**config.mk**
```make
export PLATFORM = sky130hd
export DESIGN_NAME = char_draw_ctrl
export DESIGN_NICKNAME = d
export VERILOG_FILES = /design/src/rtl/char_draw_pkg.sv /design/src/rtl/char_scan_counter.sv /design/src/rtl/char_draw_ctrl.sv
export SDC_FILE = /design/constraint.sdc
export NUM_CORES = 1
export LEC_CHECK = 0
export CORE_UTILIZATION = 40
export CTS_BUF_LIST = sky130_fd_sc_hd__clkbuf_4 sky130_fd_sc_hd__clkbuf_8 sky130_fd_sc_hd__clkbuf_16
export DETAILED_ROUTE_END_ITERATION = 16
export DONT_BUFFER_PORTS = 1
export GPL_ROUTABILITY_DRIVEN = 0
export SLEW_MARGIN = 20
export SYNTH_ARGS = -nofsm -noshare
export SYNTH_HDL_FRONTEND = slang
export SYNTH_SLANG_ARGS = --single-unit
```
**constraint.sdc**
```tcl
create_clock -name clk -period 4.9 [get_ports clk]
set_input_delay 1.47 -clock clk [delete_from_list [all_inputs] [get_ports clk]]
set_output_delay 1.47 -clock clk [all_outputs]
set_load 0.01 [all_outputs]
```
**src/rtl/char_draw_pkg.sv**
```systemverilog
// Shared constants and FSM encoding for the character cell draw controller.
package char_draw_pkg;

    localparam int CELL_W_DEF   = 10;
    localparam int CELL_H_DEF   = 10;
    localparam int SCREEN_W_DEF = 160;
    localparam int SCREEN_H_DEF = 120;

    localparam int COORD_W  = 8;
    localparam int SUM_W    = COORD_W + 1;
    localparam int COLOUR_W = 6;

    typedef enum logic [1:0] {
        ST_IDLE  = 2'd0,
        ST_SCAN  = 2'd1,
        ST_DRAIN = 2'd2,
        ST_DONE  = 2'd3
    } state_t;

endpackage

```
**src/rtl/char_scan_counter.sv**
```systemverilog
// Row-major col/row offset counter walking one glyph cell; last flags the final pixel.
module char_scan_counter
    import char_draw_pkg::*;
#(
    parameter int CELL_W = CELL_W_DEF,
    parameter int CELL_H = CELL_H_DEF
) (
    input  logic               clk,
    input  logic               clear,
    input  logic               step,
    output logic [COORD_W-1:0] col,
    output logic [COORD_W-1:0] row,
    output logic               last
);

    logic [COORD_W-1:0] col_q, col_d;
    logic [COORD_W-1:0] row_q, row_d;
    logic               col_wrap;

    assign col_wrap = (col_q == COORD_W'(CELL_W - 1));
    assign last     = col_wrap && (row_q == COORD_W'(CELL_H - 1));

    always_comb begin
        col_d = col_q;
        row_d = row_q;
        if (clear) begin
            col_d = '0;
            row_d = '0;
        end else if (step) begin
            if (col_wrap) begin
                col_d = '0;
                // wrapping on the final pixel leaves the counter ready for the next draw
                row_d = last ? '0 : row_q + 1'b1;
            end else begin
                col_d = col_q + 1'b1;
            end
        end
    end

    always_ff @(posedge clk) begin
        col_q <= col_d;
        row_q <= row_d;
    end

    assign col = col_q;
    assign row = row_q;

endmodule

```
**src/rtl/char_draw_ctrl.sv**
```systemverilog
// Scans one glyph cell through an external renderer and plots the visible pixels.
// Optional feature macro CHAR_BG_FILL_EN: unset glyph pixels plot the latched req_bg colour.
module char_draw_ctrl
    import char_draw_pkg::*;
#(
    parameter int CELL_W   = CELL_W_DEF,
    parameter int CELL_H   = CELL_H_DEF,
    parameter int SCREEN_W = SCREEN_W_DEF,
    parameter int SCREEN_H = SCREEN_H_DEF
) (
    input  logic                clk,
    input  logic                reset,
    input  logic                req_valid,
    output logic                req_ready,
    input  logic [COORD_W-1:0]  req_x,
    input  logic [COORD_W-1:0]  req_y,
    input  logic [COLOUR_W-1:0] req_bg,
    output logic [COORD_W-1:0]  glyph_x,
    output logic [COORD_W-1:0]  glyph_y,
    output logic [COORD_W-1:0]  flush_x,
    output logic [COORD_W-1:0]  flush_y,
    input  logic [COLOUR_W-1:0] glyph_colour,
    input  logic                glyph_enable,
    output logic [COORD_W-1:0]  plot_x,
    output logic [COORD_W-1:0]  plot_y,
    output logic [COLOUR_W-1:0] plot_colour,
    output logic                plot,
    output logic                done
);

    state_t              state_q;
    logic                req_ready_q, done_q, plot_q;
    logic [COORD_W-1:0]  org_x_q, org_y_q;
    logic [COORD_W-1:0]  plot_x_q, plot_y_q;
    logic [COLOUR_W-1:0] plot_colour_q;

    logic [COORD_W-1:0]  scan_col, scan_row;
    logic                scan_last, accept;
    logic [SUM_W-1:0]    sum_x, sum_y;
    logic                clip, pix_on;
    logic [COLOUR_W-1:0] pix_colour;

    assign accept = req_valid && req_ready_q;

    char_scan_counter #(
        .CELL_W (CELL_W),
        .CELL_H (CELL_H)
    ) u_scan (
        .clk   (clk),
        .clear (reset || accept),
        .step  (state_q == ST_SCAN),
        .col   (scan_col),
        .row   (scan_row),
        .last  (scan_last)
    );

    // Bit 8 of each sum is the carry out of the 8-bit screen coordinate.
    assign sum_x = {1'b0, org_x_q} + {1'b0, scan_col};
    assign sum_y = {1'b0, org_y_q} + {1'b0, scan_row};
    assign clip  = sum_x[COORD_W] || sum_y[COORD_W]
                || (sum_x >= SUM_W'(SCREEN_W)) || (sum_y >= SUM_W'(SCREEN_H));

    assign flush_x = sum_x[COORD_W-1:0];
    assign flush_y = sum_y[COORD_W-1:0];

`ifdef CHAR_BG_FILL_EN
    logic [COLOUR_W-1:0] bg_q;

    always_ff @(posedge clk) begin
        if (reset) begin
            bg_q <= '0;
        end else if (accept) begin
            bg_q <= req_bg;
        end
    end

    assign pix_colour = glyph_enable ? glyph_colour : bg_q;
    assign pix_on     = !clip;
`else
    logic unused_req_bg;
    assign unused_req_bg = ^req_bg;

    assign pix_colour = glyph_colour;
    assign pix_on     = !clip && glyph_enable;
`endif

    always_ff @(posedge clk) begin
        if (reset) begin
            state_q       <= ST_IDLE;
            req_ready_q   <= 1'b1;
            done_q        <= 1'b0;
            plot_q        <= 1'b0;
            org_x_q       <= '0;
            org_y_q       <= '0;
            plot_x_q      <= '0;
            plot_y_q      <= '0;
            plot_colour_q <= '0;
        end else begin
            plot_q <= 1'b0;
            done_q <= 1'b0;
            case (state_q)
                ST_IDLE: begin
                    if (accept) begin
                        org_x_q     <= req_x;
                        org_y_q     <= req_y;
                        req_ready_q <= 1'b0;
                        state_q     <= ST_SCAN;
                    end
                end
                ST_SCAN: begin
                    plot_q        <= pix_on;
                    plot_x_q      <= flush_x;
                    plot_y_q      <= flush_y;
                    plot_colour_q <= pix_colour;
                    if (scan_last) begin
                        state_q <= ST_DRAIN;
                    end
                end
                // DRAIN lets the last pixel's plot leave the output register before done.
                ST_DRAIN: begin
                    done_q  <= 1'b1;
                    state_q <= ST_DONE;
                end
                ST_DONE: begin
                    req_ready_q <= 1'b1;
                    state_q     <= ST_IDLE;
                end
                default: begin
                    req_ready_q <= 1'b1;
                    state_q     <= ST_IDLE;
                end
            endcase
        end
    end

    assign req_ready   = req_ready_q;
    assign done        = done_q;
    assign plot        = plot_q;
    assign plot_x      = plot_x_q;
    assign plot_y      = plot_y_q;
    assign plot_colour = plot_colour_q;
    assign glyph_x     = org_x_q;
    assign glyph_y     = org_y_q;

endmodule

```
Figure 1. Met2 routing (run 1).
Cells faint in the background.
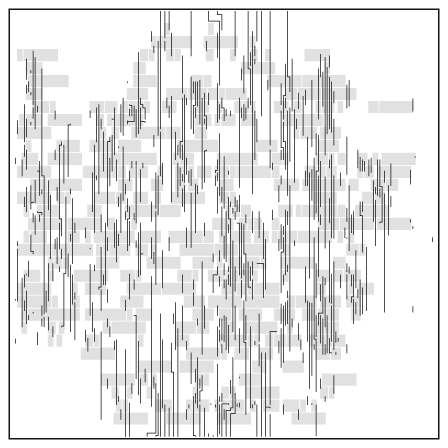
- main direction: vertical
- nets with wire on the layer: 316
- share of all routed wire: 44%
- longest straight run: 34.7 um

Figure 2. Track usage over the die (run 1).
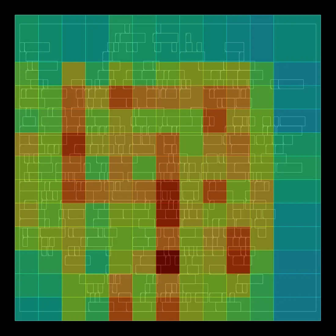
Global Route Usage Sum: 0.1953
detailed-route wire length per cell: 15.53 um
global-route track usage on met1: 0.2418
routing usage on met3: 0.06307

==> Table 3: Implementation characteristics, run 1 <==
Physical implementation characteristics

Parameter                              Value

Setup path
  Type of element capturing the critical path    output port
  Worst r2r src    u_scan.row[0]$_SDFFE_PP0P_
  Max Fanout on Critical Path    7
  Cell-by-cell trace of the critical path    ha_1, inv_1, fa_1, nor2b_4, o31a_1, nor3_1, or3_2
  Startpoint Class    flop
  Req. time, crit path    ~3.4 ns
  Timing startpoint of the critical path    u_scan.col[0]$_SDFFE_PP0P_
  Critical path buffers and inverters    1
  Crit-path max cell delay    around 0.5 ns
  Library cell contributing the largest single delay on the critical path    or3_2
  Kind of critical path    flop to output port
  Cell family with the largest share of critical-path delay    simple AND/OR/NAND/NOR gates

Final timing
  Number of hold violations in the final report    0
  Timing-limited maximum frequency    about 250 MHz
  Headroom to the max-slew limit    0.3909
  Worst path setup slack after routing    0.9128 ns
  Count of final setup violators    0
  Final period demand of the worst path    3.987 ns
  Pin slew with the least headroom to its limit    0.9137 ns
  Final clock skew    roughly 0.0073 ns
  Setup repair after global routing missed its margin    no
  Total negative slack    0 ns

Die
  Horizontal die dimension    ~90 um
  DIE AREA    8043 um^2
  Number of ports placed on the die boundary    slightly below 90
  Core ar.    around 7300 um^2
  FP Rows    31

Placed design
  Post-place setup slack    between 1 and 1.5 ns
  Final HPWL DP    roughly 5200 um

Clocking
  Post-CTS setup repair buffer count    0
  Clock tree from TritonCTS    built
  H-tree depth reported by CTS    3
  Hold bufs inserted after CTS    0
  Clock Tree Buf Depth    2
  Cells resized by post-CTS repair    0
  Clock sinks    about 59
  Clock insertion delay at the later pin of the skew report    approximately 0.34 ns
  Clock transition at the registers of the reported paths    ~0.07 ns
  Buffer type at the clock tree root    clkbuf_8
  Number of clock buffers inserted by TritonCTS    9

Synthesis
  Distinct cells, synth    about 47
  Post-synth tally of flip-flops with integrated enable    0
  Main area contributors after synthesis    dfxtp_1, ha_1, nand2_1
  Cell type contributing the most total cell area after synthesis    dfxtp_1
  Post-synthesis instance area    just over 3000 um^2
  Post-synthesis chip area from yosys    3075 um^2
  Number of standard cells reported by yosys    between 300 and 400
  Dominant synthesized flop cell    dfxtp_1
  Instance count of the mapped netlist    between 300 and 400
  Number of warnings issued by yosys    0
  Syn avg cell area    8.663 um^2
  Async set-or-reset flop fraction in the synthesized netlist    0

Pwr
  Power Dens Cells    approximately 440 nW/um^2
  Static leakage    approximately 1.4 nW

Global route
  GR Overflow Total    0
  Maximum number of pins on one net before global-route repair    approximately 43
  First-pass GRT wire length    between 10000 and 15000 um
  Vias in the first global route    between 2000 and 2500
  Antenna violations before repair    0

Detailed routing
  Overall routed net length    slightly above 7000 um
  DRT antenna net count    0
  Per-cell via count in the routed design    5.329
  Vias    2430
  Number of optimization iterations in the first detailed-route pass    4

Finish
  Area overhead of the layout relative to synthesis    7.974%
  Post-layout nets    412
  Register Area    1181 um^2
  Layout filler cell count    slightly above 700
  Combinational cell area excluding buffers and inverters    around 1800 um^2
  Count of inserted antenna diode cells    0

Worst hold path
  Class of the worst hold path    flop to flop
  Worst Min Path Start    glyph_x[5]$_SDFFE_PP0P_

Outcome
  Run status    finished, final reports clean

Run
  Max-cap check violation count    0
  Number of warning messages in the logs    38
Figure 3. M3 wires (run 1).
Bar = 20 um.
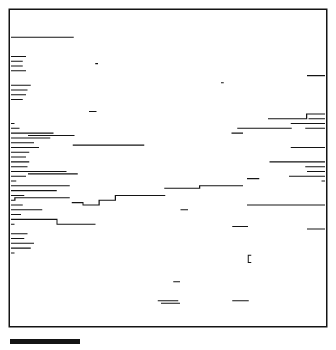
- longest straight run: 21.9 um
- main direction: horizontal

Figure 4. Gate-type map (run 1).
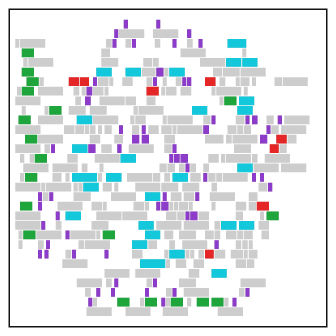
- purple: nand cells (cells 66; where all over the die)
- green: mux cells (cells 19; where all over the die)
- cyan: fa/ha/maj cells (cells 27)
- red: non-inverting ao/oa cells (cells 8)

run 1: metrics by stage:
stage / total power, mW / util / hold WS [ns] / cells / cell area [um^2]
after global placement: 1.087 / 0.4301 / 0.5131 / 441 / 3153
after global routing: 1.575 / 0.4530 / 0.5429 / 456 / 3321
final: 1.475 / 0.4530 / 0.5169 / 456 / 3321
after floorplan: 0.9981 / - / 0.4951 / 355 / 3075
after CTS: 1.491 / 0.4530 / 0.5252 / 456 / 3321
after detailed placement: 1.098 / 0.4301 / 0.5151 / 441 / 3153
run 1: worst paths after layout:
kind	end	slack (ns)	depth (start not counted)
max	flush_x[6]	0.91	7
min reg2reg	glyph_x[5]$_SDFFE_PP0P_	0.52	2
max reg2reg	plot$_SDFF_PP0_	2.17	7
min	glyph_x[5]$_SDFFE_PP0P_	0.52	2
run 1: layout by cell type (no fill, tap or decap), drive strengths merged, types with 3 or more instances in the layout:
cell type	synthesis	final
dfxtp	59	59
nand2	53	53
nor2	42	42
ha	25	25
a21oi	23	23
mux2i	19	19
xor2	16	16
inv	14	14
clkbuf	8	12
o21ai	9	9
nor3b	7	7
nand4	6	6
a211oi	5	5
nand3	5	5
xnor2	5	5
and3	5	5
nor2b	5	5
nor3	4	4
o2111ai	4	4
clkinv	0	3
or3	3	3
run 1: sequential cells by signal, indices dropped and copies added (netlist names):
| register | flops |
|---|---|
| glyph_x | 8 |
| glyph_y | 8 |
| plot_x | 8 |
| plot_y | 8 |
| u_scan.col | 8 |
| u_scan.row | 8 |
| plot_colour | 6 |
| state_q | 2 |
| done | 1 |
| plot | 1 |
| req_ready | 1 |
run 1: area by class of cell:
type                            instances  area share
Inverter                               14     0.01583
Clock buffer                           12     0.04597
Tap cell                               99     0.03730
Sequential cell                        59      0.3557
Multi-Input combinational cell        269      0.5407
Clock inverter                          3    0.004521
run 1: tightest hold or removal path: cells and delay by family (launching register included):
family             cells  cell delay, ns
DFF                    1            0.35
and+or+nand+nor        1            0.07
AOI/OAI and AO/OA      1            0.05
run 1: cells in the mapped netlist (all sizes together), types with 5 or more instances:
master / n
o21ai: 9
and3: 5
buf: 5
clkbuf: 8
ha: 25
inv: 14
a21oi: 23
nor2b: 5
a211oi: 5
nor2: 42
xnor2: 5
nand4: 6
nor3b: 7
nand2: 53
nand3: 5
dfxtp: 59
mux2i: 19
xor2: 16
run 1: power breakdown:
group          switching, mW  internal (mW)
sequential            0.0979          0.552
clock                  0.188          0.203
combinational          0.267          0.167
total                  0.553          0.922
run 1: layer usage:
layer,part of all wire,up-vias,global-route usage
met1,0.47,1109,0.2418
met3,0.070,12,0.06307
met5,0,-,0
li1,-,1231,-
met4,0.021,0,0.09957
met2,0.44,78,0.3044
run 1: logic make-up after synthesis:
kind of cell / after synthesis / share of synthesized area
fa+ha+maj: 27 / 0.1147
buf+inv: 27 / 0.03295
flops: 59 / 0.3841
xor+xnor: 21 / 0.05980
compound gates: 61 / 0.1290
mux: 19 / 0.06184
simple gates: 141 / 0.2177
Figure 5. Sequential cells coloured by netlist name (run 1).
Other sequential cells in the stronger grey, the rest of the logic in the fainter grey.
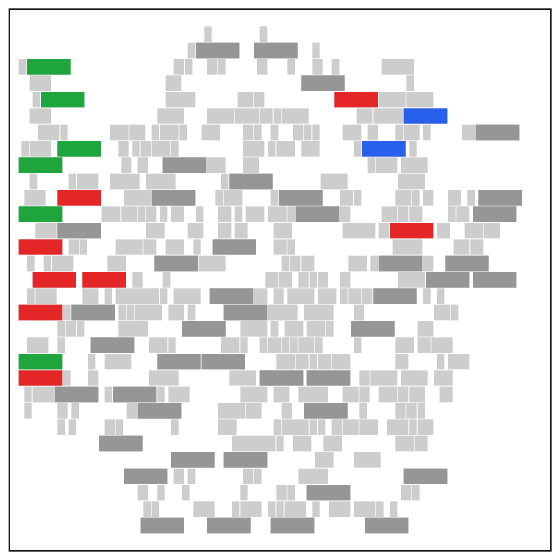

==> run 2: changes to the inputs <==
==> constraint.sdc (replaced) <==
create_clock -name clk -period 3.56 [get_ports clk]
set_input_delay 1.068 -clock clk [delete_from_list [all_inputs] [get_ports clk]]
set_output_delay 1.068 -clock clk [all_outputs]
set_load 0.01 [all_outputs]
Figure 6. Sequential cells coloured by netlist name (run 2).
Other sequential cells in the stronger grey, the rest of the logic in the fainter grey.
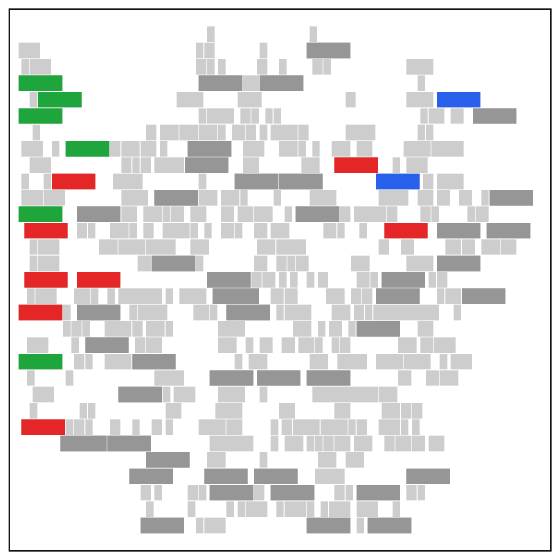
- red: plot_x (sequential cells 8)
- blue: state_q (sequential cells 2)
- green: plot_colour (sequential cells 6)
- not coloured: 43

Figure 7. Gate-type map (run 2).
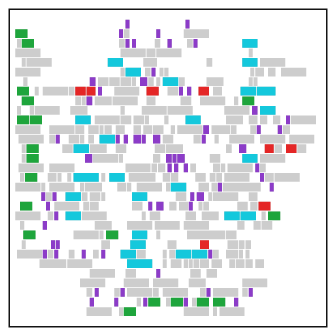
- purple: nand cells (cells 66; where all over the die)
- cyan: fa/ha/maj cells (cells 27)
- red: non-inverting ao/oa cells (cells 8)
- green: mux cells (cells 19; where all over the die)

==> run 2 against run 1 <==
  * Worst hold slack lost 0.021 ns
  * Critical path depth is the same
  * Die area is the same
  * First-iteration DRC count shrank 9.7%
  * Global-route usage shrank 0.61 points
  * Utilization grew 0.84 points
  * Combinational power grew 41%
  * Largest cell class unchanged
  * Highest routed layer unchanged
==> Table 3: Implementation characteristics, run 2 <==
Physical implementation characteristics

Parameter                              Value

Finish
  Area overhead of the layout relative to synthesis    9.967% (was 7.974%)
  Proportion of layout cells with a drive suffix above 1    0.07778 (was 0.06443)
  Post-layout utilization of the core    0.4613 (was 0.4530)
  Post-layout nets    414 (was 412)
  Count of inserted antenna diode cells    0 (unchanged)
  Fin area    3382 um^2 (was 3321 um^2)
  Most frequent cells in the layout    dfxtp_1, nand2_1, nor2_1 (unchanged)
  Most common logic cell in the routed design    dfxtp_1 (unchanged)
  Non-filler instance count after layout    459 (was 456)

Clocking
  H-tree depth reported by CTS    3 (unchanged)
  Number of clock buffers inserted by TritonCTS    9 (unchanged)
  Buffer type at the clock tree root    clkbuf_8 (unchanged)
  Clock Tree Buf Depth    2 (unchanged)
  Clock sinks    59 (unchanged)
  Clock transition at the registers of the reported paths    0.07 ns (about the same)
  Clock tree from TritonCTS    built (unchanged)
  Clock insertion delay at the later pin of the skew report    0.32 ns (was 0.34 ns)

Final timing
  Number of hold violations in the final report    0 (unchanged)
  Count of final setup violators    0 (unchanged)
  Max Slew Vio Count    0 (unchanged)
  Post-route clock period utilization    0.9542
  Setup repair after global routing missed its margin    no (unchanged)
  Final period demand of the worst path    about 3.4 ns
  Final clock skew    0.004699 ns (was 0.007284 ns)
  Total negative slack    0 ns (unchanged)
  Timing-limited maximum frequency    between 200 and 300 MHz
  Pin slew with the least headroom to its limit    0.7458 ns (was 0.9137 ns)
  Headroom to the max-slew limit    0.5014 (was 0.3909)

Die
  Horizontal die dimension    89.69 um (unchanged)
  DIE AREA    8043 um^2 (unchanged)
  Height of the die    89.69 um (unchanged)
  Core utilization at floorplan    0.4195 (unchanged)
  Number of ports placed on the die boundary    89 (unchanged)
  Core ar.    7331 um^2 (unchanged)
  FP Rows    31 (unchanged)

Setup path
  Cell-by-cell trace of the critical path    ha_1, inv_1, fa_1, nor2b_4, o31a_1, o211a_1, or3_2 (was ha_1, inv_1, fa_1, nor2b_4, o31a_1, nor3_1, or3_2)
  Type of element capturing the critical path    output port (unchanged)
  Max Fanout on Critical Path    4 (was 7)
  Arrival time worst endpoint    2.33 ns (was 2.52 ns)
  Library cell contributing the largest single delay on the critical path    or3_2 (unchanged)
  Cell family with the largest share of critical-path delay    simple AND/OR/NAND/NOR gates (unchanged)
  Critical path buffers and inverters    1 (unchanged)
  Crit-path max cell delay    0.53 ns (was 0.51 ns)
  Req. time, crit path    2.49 ns (was 3.43 ns)
  Kind of critical path    flop to output port (unchanged)
  Startpoint Class    flop (unchanged)

Detailed routing
  DRT antenna net count    0 (unchanged)
  Starting DRC count in detailed routing    93 (was 103)
  Vias    2454 (was 2430)
  Number of remaining DRC errors    0 (unchanged)
  Detailed-route wire length per cell    15.58 um (was 15.53 um)
  Number of optimization iterations in the first detailed-route pass    5 (was 4)
  Overall routed net length    7151 um (was 7083 um)
  Per-cell via count in the routed design    5.346 (was 5.329)

Synthesis
  Main area contributors after synthesis    dfxtp_1, ha_1, nand2_1 (unchanged)
  Commonest cells in the synthesized netlist    dfxtp_1, nand2_1, nor2_1 (unchanged)
  Distinct cells, synth    47 (unchanged)
  Syn_nets    414 (unchanged)
  Post-synthesis instance area    3075 um^2 (unchanged)
  Number of warnings issued by yosys    0 (unchanged)
  Most frequent cell after synthesis    dfxtp_1 (unchanged)
  Post-synth tally of flip-flops with integrated enable    0 (unchanged)
  Fraction of post-synthesis cell area in the top cell type by area    0.3841 (unchanged)
  Share of synthesized area occupied by flip-flops and latches    0.3841 (unchanged)
  Instance count of the mapped netlist    355 (unchanged)
  Post-synthesis chip area from yosys    3075 um^2 (unchanged)
  Number of standard cells reported by yosys    355 (unchanged)
  Seq cells post-synth    59 (unchanged)
  Async set-or-reset flop fraction in the synthesized netlist    0 (unchanged)
  Cell type contributing the most total cell area after synthesis    dfxtp_1 (unchanged)
  Syn avg cell area    8.663 um^2 (unchanged)
  Dominant synthesized flop cell    dfxtp_1 (unchanged)

Pwr
  Total Power    2.159 mW (was 1.475 mW)
  Static leakage    1.390 nW (was 1.358 nW)
  Power Dens Cells    638.4 nW/um^2 (was 444.1 nW/um^2)
  Worst ir drop on vdd    288.3 uV (was 243.6 uV)

Outcome
  Run status    finished, final reports clean (unchanged)

Placed design
  Number of cells in the design after placement    443 (was 441)
  Final HPWL DP    5237 um (was 5174 um)
  Post-Place Cell Area    3168 um^2 (was 3153 um^2)
  Port Buffer Count    0 (unchanged)

Global route
  GR Overflow Total    0 (unchanged)
  First-pass GRT wire length    11420 um (was 11680 um)
  Vias in the first global route    2292 (was 2339)
  Global Route Usage Sum    0.1891 (was 0.1953)
  Antenna violations before repair    0 (unchanged)
  Maximum number of pins on one net before global-route repair    43 (unchanged)

Run
  Number of warning messages in the logs    38 (unchanged)
  Max-cap check violation count    0 (unchanged)

Worst hold path
  Class of the worst hold path    flop to flop (unchanged)
[run 2: final cells by class]
type	count	area, um^2
inverter	14	52.55
tap	99	123.9
timing repair buffer	2	15.01
clock buffer	10	131.4
clock inverter	6	80.08
sequential	59	1184
fill	717	3949
multi-input combinational	269	1795
[run 2: path summary, 6_finish.rpt]
kind                                    from                       to  slack [ns]  cells past startpoint
setup / recovery     glyph_x[0]$_SDFFE_PP0P_               flush_x[6]        0.16                      7
hold / removal       glyph_x[0]$_SDFFE_PP0P_  glyph_x[0]$_SDFFE_PP0P_        0.50                      2
setup reg to reg  u_scan.row[0]$_SDFFE_PP0P_          plot$_SDFF_PP0_        0.81                      7
hold reg to reg      glyph_x[0]$_SDFFE_PP0P_  glyph_x[0]$_SDFFE_PP0P_        0.50                      2
[run 2: cells by family (layout without fill, tap and decap cells)]
group,after synthesis,after routing,synth area share
and+or+nand+nor,141,141,0.2177
AOI/OAI and AO/OA,61,61,0.1290
DFF,59,59,0.3841
adders and majority gates,27,27,0.1147
buffers and inverters,27,32,0.03295
xor gates and xnor gates,21,21,0.05980
muxes,19,19,0.06184
[run 2: tightest hold or removal path: cells and delay by family, from the launching register on]
| family | cells | cell delay (ns) |
|---|---|---|
| compound gates | 1 | 0.05 |
| flops | 1 | 0.35 |
| simple gates | 1 | 0.06 |
[run 2: metrics by stage]
stage	hold slack, ns	setup slack (ns)
2_1_floorplan	0.4951	0.5759
3_3_place_gp	0.5118	0.4548
3_5_place_dp	0.5207	0.4463
4_1_cts	0.5305	0.07547
5_1_grt	0.5279	0.03983
6_report	0.4962	0.1631
[run 2: routing by layer]
metal / wire length [um] / global-route usage
met5: 0 / 0
met4: 104 / 0.08225
met2: 3200 / 0.2989
met1: 3318 / 0.2396
met3: 528 / 0.05576
[run 2: repair_timing]
item                       CTS  global route
hold buffers                 0             0
gates resized                0             2
setup endpoints to repair    0             1
buffers inserted             0             0
[run 2: power breakdown]
group | total, mW | internal [mW] | switching (mW)
combinational | 0.610 | 0.235 | 0.375
sequential | 0.892 | 0.761 | 0.131
clock | 0.657 | 0.397 | 0.260
Power figures rest on the tool's default switching activity, not on a simulated workload.
